==> config.mk <==
export PLATFORM = sky130hd
export DESIGN_NAME = mem_access_arbiter_flat
export DESIGN_NICKNAME = d
export VERILOG_FILES = /design/src/rtl/mem_access_arbiter_if.sv /design/src/rtl/mem_access_arbiter.sv /design/src/flat_wrapper.sv
export SDC_FILE = /design/constraint.sdc
export NUM_CORES = 1
export LEC_CHECK = 0
export CAP_MARGIN = 20
export CORE_MARGIN = 1.5
export CORE_UTILIZATION = 39
export CTS_CLUSTER_DIAMETER = 100
export DETAILED_ROUTE_END_ITERATION = 8
export GPL_TIMING_DRIVEN = 0
export PLACE_DENSITY = 0.81
export SKIP_LAST_GASP = 1
export SLEW_MARGIN = 25
export SYNTH_ARGS = -nofsm -noshare
export SYNTH_HDL_FRONTEND = slang
export SYNTH_SLANG_ARGS = --single-unit
==> constraint.sdc <==
create_clock -name clock -period 2.65 [get_ports clock]
set_input_delay 0.53 -clock clock [delete_from_list [all_inputs] [get_ports clock]]
set_output_delay 0.53 -clock clock [all_outputs]
set_load 0.05 [all_outputs]
Figure 1. Sizing map.
Bar = 20 um.
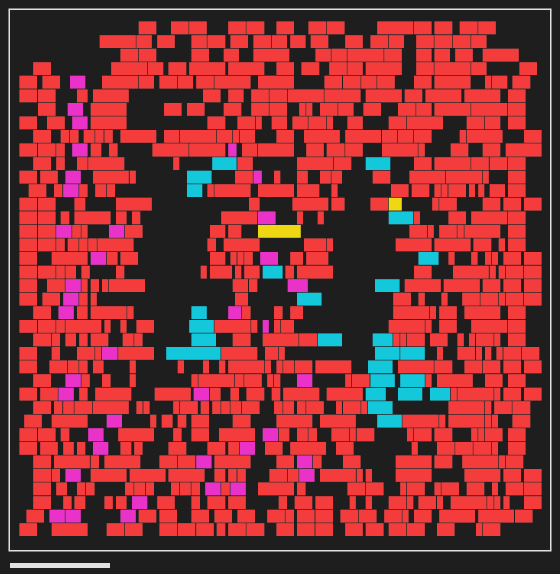
color	size	cells	share
cyan	drive 6 and up	25	3.6%
red	drive 1 or less	632	91%
magenta	drive 2	39	5.6%
yellow	drive 3 to 4	2	0.29%
relative area change from synthesis to final layout: 62.9%
setup ws final: 0.194 ns

Figure 2. Routing congestion.
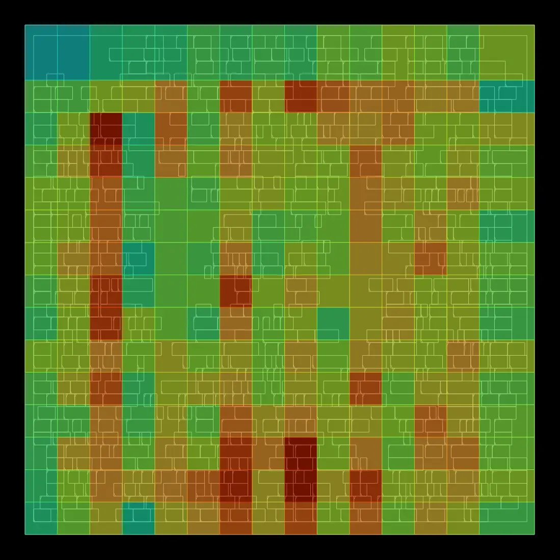
met2 capacity usage during global routing: 0.392
mean routed wirelength per cell: 15.8 um

==> job_summary.md <==
## PnR job results

| Metric | Value |
|---|---|
| Detailed Routing Iterations Pass 1 | 6 |
| Fmax achieved | 407 MHz |
| Largest buffer count on any clock path | 2 |
| Count of port buffers added during placement | 234 |
| Clock Pin Slew Worst Setup and Hold Paths | 0.10 ns |
| Synth top cells by count | 105 x sky130_fd_sc_hd__dfxtp_1, 67 x sky130_fd_sc_hd__nand2_1, 65 x sky130_fd_sc_hd__o21ai_0, 33 x sky130_fd_sc_hd__a22o_1, 33 x sky130_fd_sc_hd__mux2i_1 |
| Area fraction in and, or, nand and nor cells after synthesis | 0.150 |
| Post-route DRC | 0 |
| GPL Wtd Cong | 0.811 |
| Part of the total power dissipated in the clock network | 0.214 |
| Proportion of register bits with asynchronous set or reset after synthesis | 0 |
| Number of global-route vias before repair | 4152 |
| Final Cell Area | 7050 um^2 |
| Register-to-register setup slack | 0.45 ns |
| Clock tree from TritonCTS | yes |
| # Cells Yosys | 448 |
| Final routed wirelength across all metal layers | 13.2 mm |
| Most used logic cell in the final layout | sky130_fd_sc_hd__clkdlybuf4s50_1 |
| Worst setup path class | register to primary output |
| Hold path depth | 2 |
| Initial cell density of the core | 0.399 |
| Portion of total power attributed to sequential cells | 0.385 |
| Root buffer cell | sky130_fd_sc_hd__clkbuf_8 |
| Sort of element at the start of the critical path | register |
| Sequential fraction of the synthesis area | 0.486 |
| Global route overflow | 0 |
| Total negative slack | 0 ns |
| P per Cell Area | 691 nW/um^2 |
| Critical path capture point type | primary output |
| Grt met1 use | 0.267 |
| Number of antenna violations at the first check in global routing | 0 |
| TritonCTS Buffers | 9 |
| Die width | 108 um |
| Antenna diode count | 0 |
| Most repeated cell in the gate-level netlist after synthesis | sky130_fd_sc_hd__dfxtp_1 |
| H-Tree Depth | 3 |
| Core Rows | 38 |
| Worst-Skew Late Latency | 0.36 ns |
| Syn Std Cell Area | 4330 um^2 |
| Total routed wire length on the met1 layer | 5.53 mm |
| HPWL Detailed | 10.1 mm |
| Share of power burned in combinational logic | 0.401 |
| Routed met2 length | 6.54 mm |
| Number of non-filler instances in the completed layout | 838 |
| Number of sinks driven by the clock tree | 105 |
| Kind of path behind the tightest hold check | register to register |
| Area of the die | 11700 um^2 |
| Met3 Wirelength | 884 um |
| Number of violations of the max-capacitance limit | 0 |
| Depth of the most critical reg-to-reg path | 7 |
| Endpoints failing setup | 0 |
| RSZ-0062 raised after global routing | false |
| #FFs+latches synth | 105 |
| Total GRT Usage | 0.221 |
| Xor+xnor area frac | 0.00202 |
| Net Count, Synth | 585 |
| Avg Inst Size Synth | 9.66 um^2 |
| Shortest period the worst path allows | 2.46 ns |
| Detailed Route Iter0 Violations | 163 |
| Data arrival time at the worst-slack endpoint | 1.93 ns |
| Area fraction in full adders, half adders and majority gates | 0.0116 |
| Total vias in the final route | 4285 |
| Commonest register cell after synthesis | sky130_fd_sc_hd__dfxtp_1 |
| Count of yosys warnings during synthesis | 0 |
| Distinct cell type count after synthesis | 33 |
| Fill cells | 902 |
| Reported net switching power | 0.00188 W |
| Share of the clock period used by the worst path | 0.927 |
| Result of the run | finished, final reports clean |
| Total cell area at the placement stage | 6840 um^2 |
| Post-synthesis chip area from yosys | 4330 um^2 |
| Floorplan die height | 108 um |
[metrics by stage]
step           setup WS [ns]  hold WS (ns)  total power, W
3_3_place_gp          0.0684         0.442         0.00383
6_report               0.194         0.464         0.00487
5_1_grt               0.0666         0.482         0.00511
3_5_place_dp          0.0131         0.451         0.00387
2_1_floorplan          0.484         0.444         0.00312
4_1_cts               0.0174         0.466         0.00491
[cell type report]
cell class / count / area (um^2) / share of cell area
Clock buffer: 10 / 138 / 0.0195
Tap cell: 140 / 175 / 0.0249
Sequential cell: 105 / 2100 / 0.298
Multi-Input combinational cell: 295 / 1940 / 0.276
Inverter: 5 / 18.8 / 0.00266
Buffer: 43 / 262 / 0.0371
Clock inverter: 6 / 71.3 / 0.0101
Timing Repair Buffer: 234 / 2340 / 0.332
[cell families (layout without fill, tap and decap cells)]
group / count (synthesis) / count (layout)
AOI/OAI and AO/OA: 142 / 142
xor gates and xnor gates: 1 / 1
adders and majority gates: 4 / 4
buffers and inverters: 48 / 298
DFF: 105 / 105
muxes: 33 / 33
and+or+nand+nor: 115 / 115
[critical path, stage by stage (launching register included)]
cell	delay, ns
sky130_fd_sc_hd__dfxtp_1	0.38
sky130_fd_sc_hd__inv_1	0.07
sky130_fd_sc_hd__ha_1	0.28
sky130_fd_sc_hd__clkdlybuf4s50_1	0.84
[power by group through the flow]
stage / sequential [W] / combinational [W] / clock, W
after detailed placement: 0.00191 / 0.00196 / 0
after floorplan: 0.00251 / 0.000615 / 0
after global routing: 0.00190 / 0.00207 / 0.00113
after CTS: 0.00188 / 0.00197 / 0.00107
after global placement: 0.00190 / 0.00193 / 0
final: 0.00188 / 0.00195 / 0.00104
[what timing repair did]
action | CTS | global route
hold buffers | 0 | 0
endpoints found under the setup margin | 1 | 1
setup buffers | 0 | 0
resized | 1 | 2
gates cloned | 0 | 0
No activity file was given, so power comes from the tool's default toggle rates.
